[src/rtl/cache_set_pkg.sv]
// Shared definitions for one line of the direct-mapped data cache.
package cache_set_pkg;

  localparam int unsigned TAG_W  = 5;
  localparam int unsigned DATA_W = 16;
  localparam int unsigned WORDS  = 4;
  localparam int unsigned WORD_W = $clog2(WORDS);

  // Full architectural view of one cache line.
  typedef struct packed {
    logic [TAG_W-1:0]             tag;
    logic                         valid;
    logic                         dirty;
    logic [WORDS-1:0][DATA_W-1:0] data;
  } line_t;

endpackage

[src/rtl/cache_set_if.sv]
// Access bus between the cache top level (master) and one cache_set (slave).
interface cache_set_if #(
  parameter int unsigned TAG_W  = cache_set_pkg::TAG_W,
  parameter int unsigned DATA_W = cache_set_pkg::DATA_W,
  parameter int unsigned WORD_W = cache_set_pkg::WORD_W
);

  logic              en;
  logic [WORD_W-1:0] word;
  logic              cmp;
  logic              wr;
  logic [TAG_W-1:0]  tag_in;
  logic [DATA_W-1:0] data_in;
  logic              valid_in;
  logic              hit;
  logic              dirty_out;
  logic [TAG_W-1:0]  tag_out;
  logic [DATA_W-1:0] data_out;
  logic              valid_out;

  modport master (
    output en, word, cmp, wr, tag_in, data_in, valid_in,
    input  hit, dirty_out, tag_out, data_out, valid_out
  );

  modport slave (
    input  en, word, cmp, wr, tag_in, data_in, valid_in,
    output hit, dirty_out, tag_out, data_out, valid_out
  );

endinterface

[src/rtl/set_data_bank.sv]
// Word storage for one cache line: one synchronous write port, one combinational read port.
module set_data_bank #(
  parameter int unsigned DATA_W = 16,
  parameter int unsigned WORDS  = 4,
  parameter int unsigned IDX_W  = $clog2(WORDS)
) (
  input  logic              clk,
  input  logic              rst,
  input  logic              we,
  input  logic [IDX_W-1:0]  addr,
  input  logic [DATA_W-1:0] wdata,
  output logic [DATA_W-1:0] rdata
);

  logic [DATA_W-1:0] mem_q [WORDS];

  // Clear every word on reset; otherwise update only the addressed word.
  always_ff @(posedge clk) begin
    if (rst) begin
      for (int i = 0; i < int'(WORDS); i++) begin
        mem_q[i] <= '0;
      end
    end else if (we) begin
      mem_q[addr] <= wdata;
    end
  end

  // Read shows the pre-edge contents of the addressed word.
  always_comb begin
    rdata = mem_q[addr];
  end

endmodule

[src/rtl/cache_set.sv]
// One direct-mapped cache line: tag compare plus word-granular read/write.
module cache_set
  import cache_set_pkg::*;
#(
  parameter int unsigned TAG_W  = cache_set_pkg::TAG_W,
  parameter int unsigned DATA_W = cache_set_pkg::DATA_W,
  parameter int unsigned WORDS  = cache_set_pkg::WORDS,
  parameter int unsigned WORD_W = $clog2(WORDS)
) (
  input logic         clk,
  input logic         rst,
  cache_set_if.slave  bus
);

  logic [TAG_W-1:0]  tag_q;
  logic              valid_q;
  logic              dirty_q;
  logic [DATA_W-1:0] rdata;

  logic match;
  logic cmp_wr_hit;
  logic dir_wr;
  logic data_we;

  // Access decode; an invalid line never matches, whatever its stored tag.
  always_comb begin
    match      = valid_q && (tag_q == bus.tag_in);
    cmp_wr_hit = bus.en && bus.wr && bus.cmp && match;
    dir_wr     = bus.en && bus.wr && !bus.cmp;
    data_we    = cmp_wr_hit || dir_wr;
  end

  set_data_bank #(
    .DATA_W (DATA_W),
    .WORDS  (WORDS),
    .IDX_W  (WORD_W)
  ) u_bank (
    .clk   (clk),
    .rst   (rst),
    .we    (data_we),
    .addr  (bus.word),
    .wdata (bus.data_in),
    .rdata (rdata)
  );

  // Line metadata: fills install tag/valid and clean the line, write hits dirty it.
  always_ff @(posedge clk) begin
    if (rst) begin
      tag_q   <= '0;
      valid_q <= 1'b0;
      dirty_q <= 1'b0;
    end else if (dir_wr) begin
      tag_q   <= bus.tag_in;
      valid_q <= bus.valid_in;
      dirty_q <= 1'b0;
    end else if (cmp_wr_hit) begin
      dirty_q <= 1'b1;
    end
  end

  // Outputs reflect pre-edge state and idle at zero when the set is not selected.
  always_comb begin
    bus.hit       = 1'b0;
    bus.dirty_out = 1'b0;
    bus.tag_out   = '0;
    bus.data_out  = '0;
    bus.valid_out = 1'b0;
    if (bus.en) begin
      bus.hit       = bus.cmp && match;
      bus.dirty_out = dirty_q;
      bus.tag_out   = tag_q;
      bus.data_out  = rdata;
      bus.valid_out = valid_q;
    end
  end

endmodule

[src/flat_wrapper.sv]
// flat-port wrapper written by rule: the top's interface ports become plain ports
module cache_set_flat import cache_set_pkg::*;
#(
  parameter int unsigned TAG_W  = cache_set_pkg::TAG_W,
  parameter int unsigned DATA_W = cache_set_pkg::DATA_W,
  parameter int unsigned WORDS  = cache_set_pkg::WORDS,
  parameter int unsigned WORD_W = $clog2(WORDS)
)
  (clk, rst, bus_en, bus_word, bus_cmp, bus_wr, bus_tag_in, bus_data_in, bus_valid_in, bus_hit, bus_dirty_out, bus_tag_out, bus_data_out, bus_valid_out);
  cache_set_if #(.TAG_W(TAG_W), .DATA_W(DATA_W), .WORD_W(WORD_W)) bus_i ();
  input logic clk;
  input logic rst;
  input wire logic [$bits(bus_i.en)-1:0] bus_en;
  input wire logic [$bits(bus_i.word)-1:0] bus_word;
  input wire logic [$bits(bus_i.cmp)-1:0] bus_cmp;
  input wire logic [$bits(bus_i.wr)-1:0] bus_wr;
  input wire logic [$bits(bus_i.tag_in)-1:0] bus_tag_in;
  input wire logic [$bits(bus_i.data_in)-1:0] bus_data_in;
  input wire logic [$bits(bus_i.valid_in)-1:0] bus_valid_in;
  output wire logic [$bits(bus_i.hit)-1:0] bus_hit;
  output wire logic [$bits(bus_i.dirty_out)-1:0] bus_dirty_out;
  output wire logic [$bits(bus_i.tag_out)-1:0] bus_tag_out;
  output wire logic [$bits(bus_i.data_out)-1:0] bus_data_out;
  output wire logic [$bits(bus_i.valid_out)-1:0] bus_valid_out;
  assign bus_i.en = bus_en;
  assign bus_i.word = bus_word;
  assign bus_i.cmp = bus_cmp;
  assign bus_i.wr = bus_wr;
  assign bus_i.tag_in = bus_tag_in;
  assign bus_i.data_in = bus_data_in;
  assign bus_i.valid_in = bus_valid_in;
  assign bus_hit = bus_i.hit;
  assign bus_dirty_out = bus_i.dirty_out;
  assign bus_tag_out = bus_i.tag_out;
  assign bus_data_out = bus_i.data_out;
  assign bus_valid_out = bus_i.valid_out;
  cache_set #(.TAG_W(TAG_W), .DATA_W(DATA_W), .WORDS(WORDS), .WORD_W(WORD_W)) u_core (.clk(clk), .rst(rst), .bus(bus_i));
endmodule
[config.mk]
export PLATFORM = sky130hd
export DESIGN_NAME = cache_set_flat
export DESIGN_NICKNAME = d
export VERILOG_FILES = /design/src/rtl/cache_set_pkg.sv /design/src/rtl/cache_set_if.sv /design/src/rtl/set_data_bank.sv /design/src/rtl/cache_set.sv /design/src/flat_wrapper.sv
export SDC_FILE = /design/constraint.sdc
export NUM_CORES = 1
export LEC_CHECK = 0
export CORE_UTILIZATION = 45
export CTS_BUF_LIST = sky130_fd_sc_hd__clkbuf_4 sky130_fd_sc_hd__clkbuf_8
export DETAILED_ROUTE_END_ITERATION = 8
export PLACE_DENSITY = 0.77
export SLEW_MARGIN = 30
export SYNTH_ARGS = -nofsm -noshare
export SYNTH_HDL_FRONTEND = slang
export SYNTH_HIERARCHICAL = 1
export SYNTH_SLANG_ARGS = --single-unit
[constraint.sdc]
create_clock -name clk -period 4.22 [get_ports clk]
set_input_delay 0.844 -clock clk [delete_from_list [all_inputs] [get_ports clk]]
set_output_delay 0.844 -clock clk [all_outputs]
set_load 0.01 [all_outputs]
Wires at chosen ports, followed through buffers:
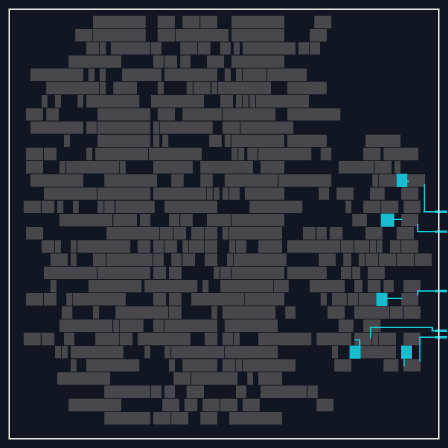
Key: bus_tag_out = cyan [bits 5, direction output, end cells 5, buffers 5, wire 55.2 um]
IO buf count: 52
# IOs: 53

Metal 3:
Scale bar: 20 um.
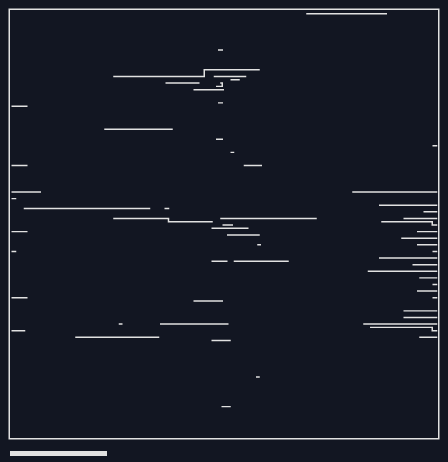
The longest straight run is 25.8 um. The wires run mostly horizontal. The layer holds 5.9% of the routed length.
total wire length: 6.77 mm
met3 usage: 4.90%
via count: 2095

M2 wires:
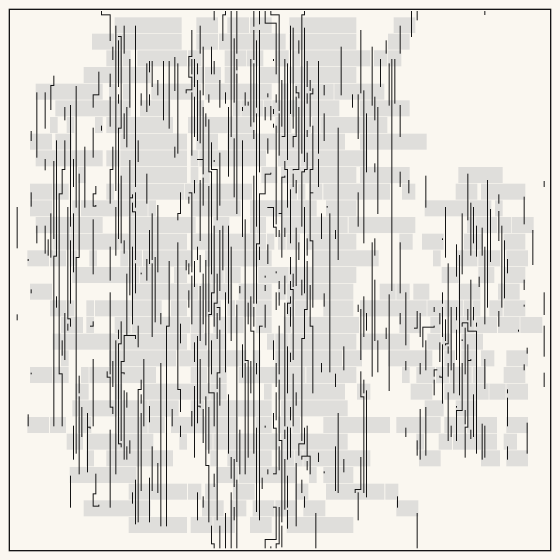
291 nets have wire on it. The wires run mostly vertical. The layer holds 51% of the routed length.
GRT met2 Usage: 32.5%

Cell classes on the final placement:
Fill, decap, tap and diode cells in grey.
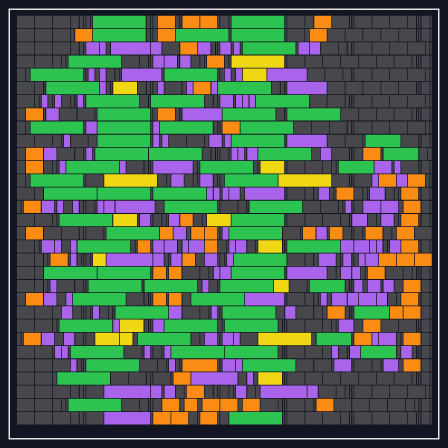
Key: flops = green [cells 71]; other buffers and delay cells = orange [cells 68]; combinational and other logic = purple [cells 157]; clock drivers and dummy loads = yellow [cells 16]
CORE AREA: 7210 sq um
Final Core Density: 59.3%

-- metrics by stage --
| step | util, % | worst slack (ps) |
|---|---|---|
| 2_1_floorplan | - | 935 |
| 3_3_place_gp | 55.6 | 611 |
| 3_5_place_dp | 55.6 | 608 |
| 4_1_cts | 59.3 | 599 |
| 5_1_grt | 59.3 | 562 |
| 6_report | 59.3 | 601 |
-- state kept, by name (all words and copies together), names as in the netlist --
name                 cells
u_core/valid_q           1
u_core/u_bank/mem_q     64
u_core/tag_q             5
u_core/dirty_q           1
-- layout by cell type, fill, tap and decap left out, types with 2 or more instances in the layout --
cell and count:
inv_1 17, o21ai_1 2, xor2_1 3, and2_1 23, mux2i_1 6, xnor2_1 2
nand2b_1 2, buf_4 15, clkdlybuf4s50_1 52, dfxtp_1 7, clkinvlp_4 2, nand3b_1 18
nor2_1 46, nor2_2 10, bufinv_16 4, clkbuf_8 9, o21bai_1 3, mux4_2 11
edfxtp_1 64, mux4_1 5
-- layer usage --
metal | wire length [um] | up-vias | track usage [%]
met1 | 2670 | 1001 | 21.4
met4 | 224 | 0 | 11.1
met5 | 0 | - | 0
met3 | 402 | 20 | 4.90
li1 | - | 996 | -
met2 | 3480 | 78 | 32.5
-- synth_stat cells (all sizes together) --
master   n  share of area, %
nand4    1              0.19
and4b    1              0.30
nand3b  18               4.0
xnor2    2              0.52
dfxtp    7               4.2
nand2    1              0.11
or4      1              0.22
xor2     3              0.79
o21bai   3              0.67
and2    24               4.5
buf     13               2.8
o21ai    2              0.30
mux2i    6               1.8
inv     17               1.9
or2      1              0.19
edfxtp  64                58
a31o     1              0.26
and4     1              0.26
nand3    1              0.15
clkbuf   4              0.45
nand2b   2              0.37
nor2    56               7.0
mux4    16                11
==> flow_metrics.py <==
# Physical implementation metrics
metrics = {
    "clock_network": {
        "cts_tree": "built",
        "clkLatencyLatePin_ps": 340,
        "numCtsBuffers": 9,
        "clock_sinks": 71,
        "hold_buffers": 0,
        "ctsResizeCount": 0,
    },
    "timing": {
        "period_minus_slack_ps": 3620,
        "setup_viol_count_final": 0,
        "setup_tns_ps": 0,
        "worst_pin_slew_ps": 528,
        "rsz0062_at_grt": "no",
        "skew_ps": 6.52,
    },
    "synth": {
        "syn_inst": 245,
        "synth_area_sq_um": 3340,
        "mux_share_pct": 13.2,
        "syn_area_per_cell_sq_um": 13.6,
        "synth.distinct_cells": 28,
        "synthAdderAreaFrac_pct": 0,
        "ys_seq_share_pct": 61.7,
    },
    "die": {
        "die_h_um": 88.1,
        "fp-utilization_pct": 46.3,
    },
    "final_layout": {
        "drive_above_1_share_pct": 17.6,
        "clkCellAreaFrac_pct": 6.26,
        "logic_area_sq_um": 1110,
        "signal_buffers": 68,
        "diodes": 0,
        "flop-count": 71,
        "final_nets": 336,
        "inverters": 17,
        "area_growth_syn_to_layout_pct": 28.1,
        "n_fill_cell": 605,
        "bufAreaShareNonClock_pct": 15.3,
        "dominant_cells": "registers",
    },
    "critical_path": {
        "timing.rr.start": "u_core/tag_q[4]$_SDFFE_PP0P_",
        "critPathMaxStageDelay_ps": 550,
        "startpoint": "bus_word[0]",
        "criticalPathCategory": "input port to output port",
        "required_ps": 3380,
        "endpoint": "bus_data_out[15]",
        "arrival_ps": 2780,
    },
    "place": {
        "dp.cells": 395,
        "gp_congestion": 0.773,
        "hpwl_mm": 4.48,
    },
    "status": {
        "outcome": "complete, no violations",
    },
    "power": {
        "seq-power_uw": 817,
        "power.density_nw_per_um2": 400,
    },
    "global_route": {
        "grt_start_max_net_pins": 29,
    },
}
Power and IR drop assume default switching activity.
